### config.mk
export PLATFORM = sky130hd
export DESIGN_NAME = uart_rx_buffered
export DESIGN_NICKNAME = d
export VERILOG_FILES = /design/src/rtl/uart_pkg.sv /design/src/rtl/sync_fifo_fwft.sv /design/src/rtl/uart_rx_buffered.sv
export SDC_FILE = /design/constraint.sdc
export NUM_CORES = 1
export LEC_CHECK = 0
export CORE_UTILIZATION = 40
export DETAILED_ROUTE_END_ITERATION = 6
export RECOVER_POWER = 50
export SYNTH_ARGS = -nofsm -noshare
export SYNTH_HDL_FRONTEND = slang
export SYNTH_SLANG_ARGS = --single-unit
### constraint.sdc
create_clock -name clk -period 4.19 [get_ports clk]
set_input_delay 1.0475 -clock clk [delete_from_list [all_inputs] [get_ports clk]]
set_output_delay 1.0475 -clock clk [all_outputs]
set_load 0.02 [all_outputs]
### src/rtl/uart_pkg.sv
// Shared definitions for the buffered UART receiver: parity codes, receiver
// FSM states and the bit-period helper.
package uart_pkg;

  localparam logic [1:0] C_PARITY_NONE = 2'd0;
  localparam logic [1:0] C_PARITY_EVEN = 2'd1;
  localparam logic [1:0] C_PARITY_ODD  = 2'd2;

  typedef enum logic [2:0] {
    S_IDLE   = 3'd0,
    S_START  = 3'd1,
    S_DATA   = 3'd2,
    S_PARITY = 3'd3,
    S_STOP   = 3'd4
  } rx_state_e;

  function automatic int unsigned calc_bit_period(input int unsigned clock_freq,
                                                  input int unsigned baudrate);
    return clock_freq / baudrate;
  endfunction

endpackage

### src/rtl/sync_fifo_fwft.sv
// First-word-fall-through FIFO: the head word is always presented on rd_data_o
// while rd_valid_o is high. A push into a full FIFO is kept only if a pop happens
// in the same cycle.
module sync_fifo_fwft #(
  parameter int G_DATA_WIDTH = 8,
  parameter int G_ADDR_WIDTH = 3
) (
  input  logic                    clk,
  input  logic                    rst,
  input  logic                    wr_en_i,
  input  logic [G_DATA_WIDTH-1:0] wr_data_i,
  input  logic                    rd_ready_i,
  output logic [G_DATA_WIDTH-1:0] rd_data_o,
  output logic                    rd_valid_o,
  output logic [G_ADDR_WIDTH:0]   count_o,
  output logic                    overflow_o
);

  localparam int C_DEPTH = 2 ** G_ADDR_WIDTH;
  localparam int C_CNT_W = G_ADDR_WIDTH + 1;

  logic [G_DATA_WIDTH-1:0] mem_q [C_DEPTH];
  logic [G_ADDR_WIDTH-1:0] wr_ptr_q;
  logic [G_ADDR_WIDTH-1:0] rd_ptr_q;
  logic [C_CNT_W-1:0]      count_q;
  logic [C_CNT_W-1:0]      count_d;
  logic                    full_s;
  logic                    pop_s;
  logic                    accept_s;

  assign full_s     = (count_q == C_CNT_W'(C_DEPTH));
  assign pop_s      = rd_ready_i & (count_q != '0);
  assign accept_s   = wr_en_i & (~full_s | pop_s);
  assign overflow_o = wr_en_i & full_s & ~pop_s;
  assign rd_data_o  = mem_q[rd_ptr_q];
  assign rd_valid_o = (count_q != '0);
  assign count_o    = count_q;

  always_comb begin
    count_d = count_q;
    case ({accept_s, pop_s})
      2'b10:   count_d = count_q + 1'b1;
      2'b01:   count_d = count_q - 1'b1;
      default: count_d = count_q;
    endcase
  end

  always_ff @(posedge clk) begin
    if (rst) begin
      wr_ptr_q <= '0;
      rd_ptr_q <= '0;
      count_q  <= '0;
      for (int i = 0; i < C_DEPTH; i++) begin
        mem_q[i] <= '0;
      end
    end else begin
      if (accept_s) begin
        mem_q[wr_ptr_q] <= wr_data_i;
        wr_ptr_q        <= wr_ptr_q + 1'b1;
      end
      if (pop_s) begin
        rd_ptr_q <= rd_ptr_q + 1'b1;
      end
      count_q <= count_d;
    end
  end

endmodule

### src/rtl/uart_rx_buffered.sv
// UART receiver: synchronizes the line, samples mid-bit, checks parity and stop
// bits, and queues good frames into a FWFT FIFO for a valid/ready consumer.
module uart_rx_buffered
  import uart_pkg::*;
#(
  parameter int unsigned G_CLOCK_FREQ        = 20000000,
  parameter int unsigned G_BAUDRATE          = 115200,
  parameter int unsigned G_DATA_WIDTH        = 8,
  parameter int unsigned G_PARITY            = 0,
  parameter int unsigned G_STOP_BIT_NUMBER   = 1,
  parameter int unsigned G_FIRST_BIT         = 0,
  parameter int unsigned G_BUFFER_ADDR_WIDTH = 3
) (
  input  logic                         clk,
  input  logic                         rst,
  input  logic                         i_rx,
  output logic [G_DATA_WIDTH-1:0]      o_data,
  output logic                         o_valid,
  input  logic                         i_ready,
  output logic [G_BUFFER_ADDR_WIDTH:0] o_fifo_count,
  output logic                         o_busy,
  output logic                         o_parity_err,
  output logic                         o_frame_err,
  output logic                         o_overflow
);

  localparam int unsigned C_BIT_PERIOD = calc_bit_period(G_CLOCK_FREQ, G_BAUDRATE);
  localparam int unsigned C_TICK_W     = $clog2(C_BIT_PERIOD);
  localparam logic [C_TICK_W-1:0] C_TICK_FULL = C_TICK_W'(C_BIT_PERIOD - 1);
  localparam logic [C_TICK_W-1:0] C_TICK_HALF = C_TICK_W'(C_BIT_PERIOD / 2);
  localparam logic [3:0] C_LAST_BIT  = 4'(G_DATA_WIDTH - 1);
  localparam logic       C_LAST_STOP = 1'(G_STOP_BIT_NUMBER - 1);
  localparam logic [1:0] C_PAR       = 2'(G_PARITY);
  localparam logic       C_HAS_PAR   = (C_PAR != C_PARITY_NONE);
  localparam logic       C_PAR_ODD   = (C_PAR == C_PARITY_ODD);
  localparam logic       C_MSB_FIRST = (G_FIRST_BIT != 0);

  rx_state_e               state_q, state_d;
  logic [1:0]              sync_q;
  logic                    rx_s;
  logic                    rx_prev_q;
  logic [C_TICK_W-1:0]     tick_q, tick_d;
  logic [3:0]              bit_cnt_q, bit_cnt_d;
  logic                    stop_cnt_q, stop_cnt_d;
  logic [G_DATA_WIDTH-1:0] shift_q, shift_d;
  logic                    par_bad_q, par_bad_d;
  logic                    stop_bad_q, stop_bad_d;
  logic                    wr_q, wr_d;
  logic                    perr_q, perr_d;
  logic                    ferr_q, ferr_d;
  logic                    ovf_q;
  logic                    sample_s;
  logic                    fifo_ovf_s;

  assign rx_s     = sync_q[1];
  assign sample_s = (tick_q == '0);

  always_comb begin
    state_d    = state_q;
    tick_d     = tick_q;
    bit_cnt_d  = bit_cnt_q;
    stop_cnt_d = stop_cnt_q;
    shift_d    = shift_q;
    par_bad_d  = par_bad_q;
    stop_bad_d = stop_bad_q;
    wr_d       = 1'b0;
    perr_d     = 1'b0;
    ferr_d     = 1'b0;

    // Idle keeps the half-period preloaded so START samples mid start bit.
    if (state_q == S_IDLE) begin
      tick_d = C_TICK_HALF;
    end else if (sample_s) begin
      tick_d = C_TICK_FULL;
    end else begin
      tick_d = tick_q - 1'b1;
    end

    case (state_q)
      S_IDLE: begin
        bit_cnt_d  = '0;
        stop_cnt_d = 1'b0;
        par_bad_d  = 1'b0;
        stop_bad_d = 1'b0;
        if (rx_prev_q & ~rx_s) begin
          state_d = S_START;
        end else begin
          state_d = S_IDLE;
        end
      end
      S_START: begin
        if (sample_s) begin
          state_d = rx_s ? S_IDLE : S_DATA;
        end else begin
          state_d = S_START;
        end
      end
      S_DATA: begin
        if (sample_s) begin
          if (C_MSB_FIRST) begin
            shift_d = {shift_q[G_DATA_WIDTH-2:0], rx_s};
          end else begin
            shift_d = {rx_s, shift_q[G_DATA_WIDTH-1:1]};
          end
          if (bit_cnt_q == C_LAST_BIT) begin
            bit_cnt_d = '0;
            state_d   = C_HAS_PAR ? S_PARITY : S_STOP;
          end else begin
            bit_cnt_d = bit_cnt_q + 1'b1;
          end
        end else begin
          state_d = S_DATA;
        end
      end
      S_PARITY: begin
        if (sample_s) begin
          par_bad_d = (^shift_q) ^ rx_s ^ C_PAR_ODD;
          state_d   = S_STOP;
        end else begin
          state_d = S_PARITY;
        end
      end
      S_STOP: begin
        if (sample_s) begin
          if (stop_cnt_q == C_LAST_STOP) begin
            state_d = S_IDLE;
            if (stop_bad_q | ~rx_s) begin
              ferr_d = 1'b1;
            end else if (par_bad_q) begin
              perr_d = 1'b1;
            end else begin
              wr_d = 1'b1;
            end
          end else begin
            stop_cnt_d = stop_cnt_q + 1'b1;
            stop_bad_d = stop_bad_q | ~rx_s;
          end
        end else begin
          state_d = S_STOP;
        end
      end
      default: state_d = S_IDLE;
    endcase
  end

  always_ff @(posedge clk) begin
    if (rst) begin
      sync_q     <= 2'b11;
      rx_prev_q  <= 1'b1;
      state_q    <= S_IDLE;
      tick_q     <= '0;
      bit_cnt_q  <= '0;
      stop_cnt_q <= 1'b0;
      shift_q    <= '0;
      par_bad_q  <= 1'b0;
      stop_bad_q <= 1'b0;
      wr_q       <= 1'b0;
      perr_q     <= 1'b0;
      ferr_q     <= 1'b0;
      ovf_q      <= 1'b0;
    end else begin
      sync_q     <= {sync_q[0], i_rx};
      rx_prev_q  <= rx_s;
      state_q    <= state_d;
      tick_q     <= tick_d;
      bit_cnt_q  <= bit_cnt_d;
      stop_cnt_q <= stop_cnt_d;
      shift_q    <= shift_d;
      par_bad_q  <= par_bad_d;
      stop_bad_q <= stop_bad_d;
      wr_q       <= wr_d;
      perr_q     <= perr_d;
      ferr_q     <= ferr_d;
      ovf_q      <= fifo_ovf_s;
    end
  end

  sync_fifo_fwft #(
    .G_DATA_WIDTH (int'(G_DATA_WIDTH)),
    .G_ADDR_WIDTH (int'(G_BUFFER_ADDR_WIDTH))
  ) u_fifo (
    .clk        (clk),
    .rst        (rst),
    .wr_en_i    (wr_q),
    .wr_data_i  (shift_q),
    .rd_ready_i (i_ready),
    .rd_data_o  (o_data),
    .rd_valid_o (o_valid),
    .count_o    (o_fifo_count),
    .overflow_o (fifo_ovf_s)
  );

  assign o_busy       = (state_q != S_IDLE);
  assign o_parity_err = perr_q;
  assign o_frame_err  = ferr_q;
  assign o_overflow   = ovf_q;

endmodule

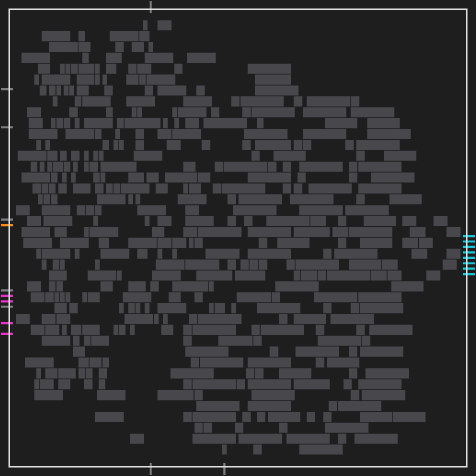
Fig. 1. Ports around the boundary.
Drawn at 4 px/um. Pins as bars across the die edge, other pins in gray.
- magenta: `o_fifo_count` (pins 4; direction output; edge west)
- orange: `o_frame_err` (pins 1; direction output; edge west)
- cyan: `o_data` (pins 8; direction output; edge east)
- all pins by edge: 10 west, 8 east, 2 south, 1 north

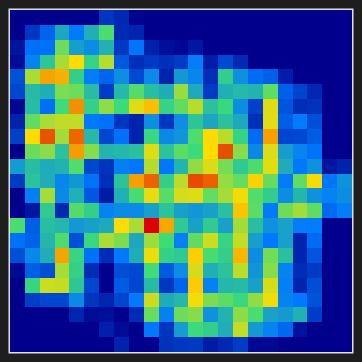
Fig. 2. Routed metal per tile.
Drawn at 3 px/um. 23 x 23 tiles, from dark blue (low) to red (high), scaled to the fullest tile. Values are wire area over tile area, all layers added.
- densest ninth of the die: center
- nearly empty tiles: 23%
- tiles over half the peak: 22%
- fullest tile: 0.38
- mean over tiles: 0.11
- emptiest ninth of the die: north-east

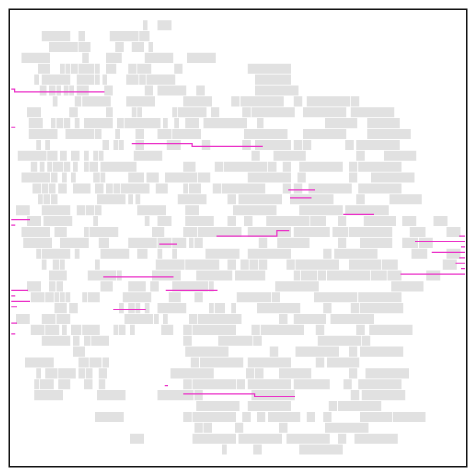
Fig. 3. Met3 routing.
Drawn at 4 px/um. Cells faint in the background.
- nets with wire on the layer: 24
- main direction: horizontal
- wire length on this layer: 225 um
- share of all routed wire: 2.4%

==> results.json <==
{
  "result_of_the_run": "complete, no violations",
  "async_flop_share_pct": 0,
  "buffers": 24,
  "number_of_clock_tree_buffers_in_the_layout": 9,
  "non_clock_buffer_area_share_pct": 3.849,
  "cellLeakagePower_nw": 2.057,
  "cp_data_required_time_ns": 4.27,
  "power.internal_mw": 1.708,
  "rsz0062_at_grt": "no",
  "crit_path_max_incr_delay_ns": 1.05,
  "dp_worst_setup_slack_ns": 0.7771,
  "share_comb_of_total_power_pct": 3.6,
  "dp_hpwl_um": 6393,
  "route.antenna.remaining_nets": 0,
  "place_area_mm2": 0.005351,
  "power.clock.total_uw": 898,
  "skew_ns": 0.005046,
  "crit_top_cell": "sky130_fd_sc_hd__clkbuf_1",
  "timing.critical_path.from": "rst",
  "clock_tree.root_cell": "sky130_fd_sc_hd__clkbuf_16"
}
